==> config.mk <==
export PLATFORM = sky130hd
export DESIGN_NAME = dot_matrix_scanner
export DESIGN_NICKNAME = d
export VERILOG_FILES = /design/src/rtl/dot_matrix_scanner.sv
export SDC_FILE = /design/constraint.sdc
export NUM_CORES = 1
export LEC_CHECK = 0
export CORE_AREA = 2 2 161 163
export DETAILED_ROUTE_END_ITERATION = 12
export DIE_AREA = 0 0 163 165
export DONT_BUFFER_PORTS = 1
export PLACE_DENSITY = 0.63
export SLEW_MARGIN = 15
export SYNTH_ARGS = -nofsm -noshare
export SYNTH_HDL_FRONTEND = slang
export SYNTH_SLANG_ARGS = --single-unit
==> constraint.sdc <==
create_clock -name clk -period 15.16 [get_ports clk]
set_input_delay 4.548 -clock clk [delete_from_list [all_inputs] [get_ports clk]]
set_output_delay 4.548 -clock clk [all_outputs]
set_load 0.01 [all_outputs]
run_1/flops_by_reg.png
Other sequential cells in the stronger gray, the rest of the logic in the fainter gray.
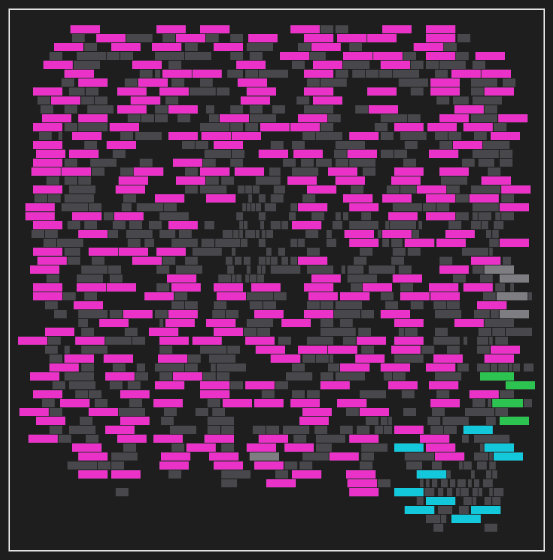
color	signal	sequential cells
green	col_sel	4
magenta	buf_mem	256
cyan	cnt	10
not colored	5
share of the core filled with cells in the final layout: 55.4%
fraction of standard cell area that is sequential: 49.6%
reported sequential group power: 851 uW

run_1/layer_met1.png
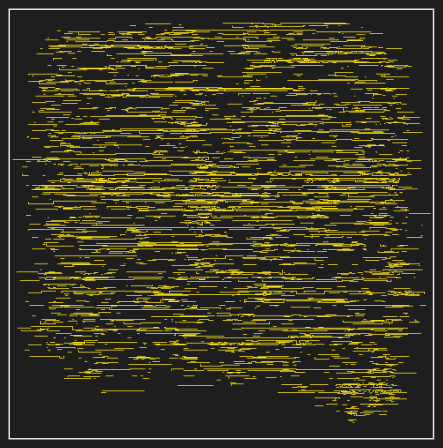
main direction	horizontal
nets with wire on the layer	784
overall via count from detail_route: 7009
total wire length after detailed routing: 28.4 mm
met1 track utilization from global routing: 29.9%

run_1/clk_routes.png
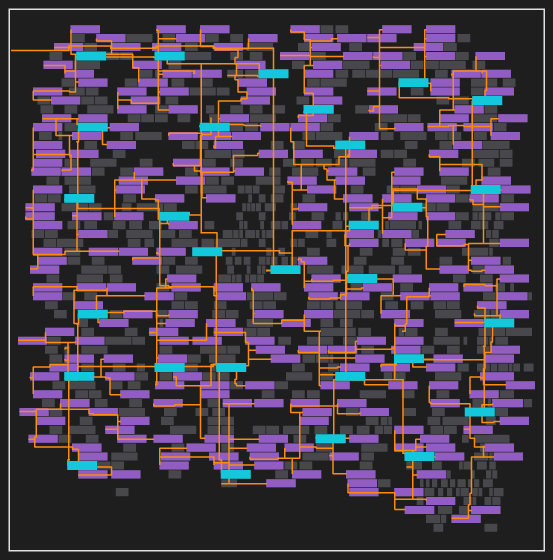
[cyan] clock drivers | count: 29
[orange] clock wires | length: 3260 um
[purple] flip-flops | count: 275
routed clock nets	30
flops lie	spread over the die
share of power burned in the clock network: 43.1%
Worst Clk Skew: 7.67 ps
source-to-sink clock delay at the later pin of the worst-skew pair: 540 ps
power drawn by the clock network: 737 uW

==> notes.org <==
#+TITLE: Implementation results

** Final timing
- The final timing report gives a worst setup slack of about 7000 ps.
- Final Hold Violating Endpoints :: 0
- Setup repair after global routing missed its margin :: no
- For this run, the final setup violation count is recorded as 0.
- Crit share post-route :: 54.0%
- Minimum clock period :: 8190 ps
- The most critical hold endpoint after final layout shows a slack of just under 500 ps.
- Highest clock rate :: 0.122 GHz
- Aggregate negative setup slack :: 0 ps
- Looking at the max-slew report, the worst-margin pin has a slew of ~1100 ps.
- Checking max transition, the worst relative margin is a little under a quarter.
- In the final report, the number of pins over their slew limit comes to 0.

** Routing
- After detailed routing, the number of vias per cell comes to 6.09.
- Before antenna repair, the detailed router went through 4 iterations.
- Routed wirelength normalized by instance count :: approximately 25 um
- After detailed routing, the number of remaining DRC violations is 0.
- The detailed router finished its first iteration with 503 violations.
- Antenna viol nets, final :: 0

** Placed design
- The placement summary gives the final routability congestion estimate as slightly above 0.8.
- DP Area :: ~13000 um^2
- OpenSTA, run right after detailed placement, puts the worst setup slack at 7490 ps.
- Post-detailed-placement half-perimeter wirelength :: 17.7 mm
- In this run the tool buffered the top-level ports with 0 buffer cells.

** Finish
- Fraction of final layout cells sized beyond drive strength 1 :: 40.4%
- Register cell area after layout :: between 6000 and 7000 um^2
- Compared with the post-synthesis result, the final layout area differs by 9.38%.
- Leaving out fill and tap cells, the most frequent cells in the layout are sky130_fd_sc_hd__dfrtp_1, sky130_fd_sc_hd__mux2_2, sky130_fd_sc_hd__mux2_1, sky130_fd_sc_hd__mux4_2, sky130_fd_sc_hd__clkbuf_16.
- The area taken by multi-input combinational cells is reported as approximately 5500 um^2.
- Number of flip-flops in the largest register :: roughly 260
- Most common cell after layout, fill and taps aside :: sky130_fd_sc_hd__dfrtp_1
- In the final design database the tool counted 817 nets.
- Total inserted antenna cells :: 0
- Number of fill cells :: ~2000
- Final instance area :: roughly 14000 um^2

** Global routing
- GRT Util Overall :: roughly 22%
- Pin count of the biggest net entering global routing :: about 130
- Number of global-route vias before repair :: 7595
- The first global-routing pass estimated approximately 45 mm of wire.
- The initial antenna violation count came to 0.
- Global routing finished with a remaining overflow of 0.

** Critical path
- Startpoint class of the critical path :: register
- The worst setup path is of the reg -> out kind.
- Flop2flop setup slack :: 12200 ps
- Data on the critical path arrives at its endpoint at ~3600 ps.
- For the worst setup path, the data required time is 10610 ps.
- Max fanout on the critical path was recorded as 39.
- Kind of end point of the critical path :: primary output
- Measured in cells, the most critical reg-to-reg path has a length of 5.

** Floorplanning
- Overall die area :: approximately 27000 um^2
- I/O Pins :: 30
- The die is between 150 and 200 um tall.
- In the floorplan report the effective utilization is 50.7%.
- According to the floorplan report, the placeable core area is about 25000 um^2.
- The die is around 160 um wide.
- Number of rows in the core area :: 58

** Clocking
- The longest clock path from root to sink contains 3 buffers.
- Clock input transition at the sequential cells of the worst setup and hold paths :: 60 ps
- Cells resized by post-CTS repair :: 0
- In this run the clock root is driven by a sky130_fd_sc_hd__clkbuf_16.
- TritonCTS reports the number of clock sinks as approximately 280.
- Clock tree synthesis inserted a total of 29 buffers.
- Number of H-tree levels :: 1
- Buffers added to address setup during post-CTS repair amount to 0.
- Clock tree from TritonCTS :: done
- Post-cts hold buffer count :: 0

** Hold path
- Class of the worst hold path :: reg -> reg
- Hold analysis shows the worst path with a depth of 1.

** Yosys
- Post-synth the commonest register cell is sky130_fd_sc_hd__dfrtp_1.
- Synthesized Nets :: 845
- Yosys stat counts 827 cells in the synthesized netlist.
- The post-synth count of flops with an enable pin is 0.
- Chip area from the yosys synthesis statistics :: 12700 um^2
- Cell count after synthesis :: about 830
- Sequential share of the synthesized area :: 54.2%
- Post-synth design cell area :: approximately 13000 um^2
- During synthesis, Yosys emitted a total of 0 warnings.
- Unique masters post-synth :: 44
- Ys flops :: about 280
- Fraction of registers with async set or reset after synthesis :: 100%
- A synthesized cell averages approximately 15 um^2.

** Status
- Run status :: complete, no violations

** Power and ir drop
- Worst vdd rail ir drop :: between 0.07 and 0.08 mV
- The leakage component of the power was reported as ~0.0062 uW.
- The flow reported a cell area power density of approximately 120 nW/um^2.

** Flow run
- Count of warning messages emitted by the tools :: 28
- Across the run, the number of max-cap violations was 0.
-- run 1: synth_stat cells, drive strengths merged (3+ instances only) --
master	n	area, um^2
dfrtp	275	6880
nand3	8	40.0
mux2i	6	60.1
inv	3	11.3
o221ai	9	78.8
nor3	5	40.0
nand2b	7	43.8
nor2	29	139
clkbuf	33	125
mux4	64	1440
buf	31	173
a221oi	6	52.6
mux2	276	3110
a21oi	8	40.0
xnor2	3	26.3
o31ai	3	22.5
nand2	21	78.8
xor2	5	43.8
nor2b	7	43.8
nand4	5	31.3
a31oi	4	25.0
-- run 1: cell type report --
cell class                      instances  share of cell area, %
Clock buffer                           45                   6.67
Clock inverter                          8                  0.703
Inverter                                3                  0.135
Multi-Input combinational cell        485                   39.6
Sequential cell                       275                   49.6
Tap cell                              330                   2.97
Timing Repair Buffer                    5                  0.270
-- run 1: cell families (layout without fill, tap and decap cells) --
kind of cell,after synthesis,count (layout),share of synthesized area (%)
adders and majority gates,2,2,0.197
buffers and inverters,67,61,2.44
AOI/OAI and AO/OA,35,35,2.01
xor gates and xnor gates,8,8,0.552
DFF,275,275,54.2
and+or+nand+nor,94,94,4.25
muxes,346,346,36.3
-- run 1: stage by stage --
| stage | cells | total power (uW) |
|---|---|---|
| final | 1151 | 1710 |
| after global routing | 1151 | 1780 |
| after CTS | 1151 | 1730 |
| after detailed placement | 1098 | 988 |
| after global placement | 1098 | 975 |
| after floorplan | 827 | 963 |
-- run 1: critical path, stage by stage (launching register included) --
cell and delay, ps:
sky130_fd_sc_hd__dfrtp_4 870, sky130_fd_sc_hd__buf_4 770, sky130_fd_sc_hd__mux4_2 580, sky130_fd_sc_hd__mux2_2 300, sky130_fd_sc_hd__o221ai_1 390, sky130_fd_sc_hd__a21oi_1 170
-- run 1: power by group --
group	switching (uW)	internal, uW	total (uW)
Sequential	37.8	813	851
Clock	286	452	737
Combinational	44.5	76.4	121
Total	368	1340	1710
-- run 1: metal layers --
layer,GRT usage [%],routed length (um)
met1,29.9,12600
met2,36.9,13800
met4,5.91,656
met3,4.27,1330
met5,0,0
Power figures rest on the tool's default switching activity, not on a simulated workload.
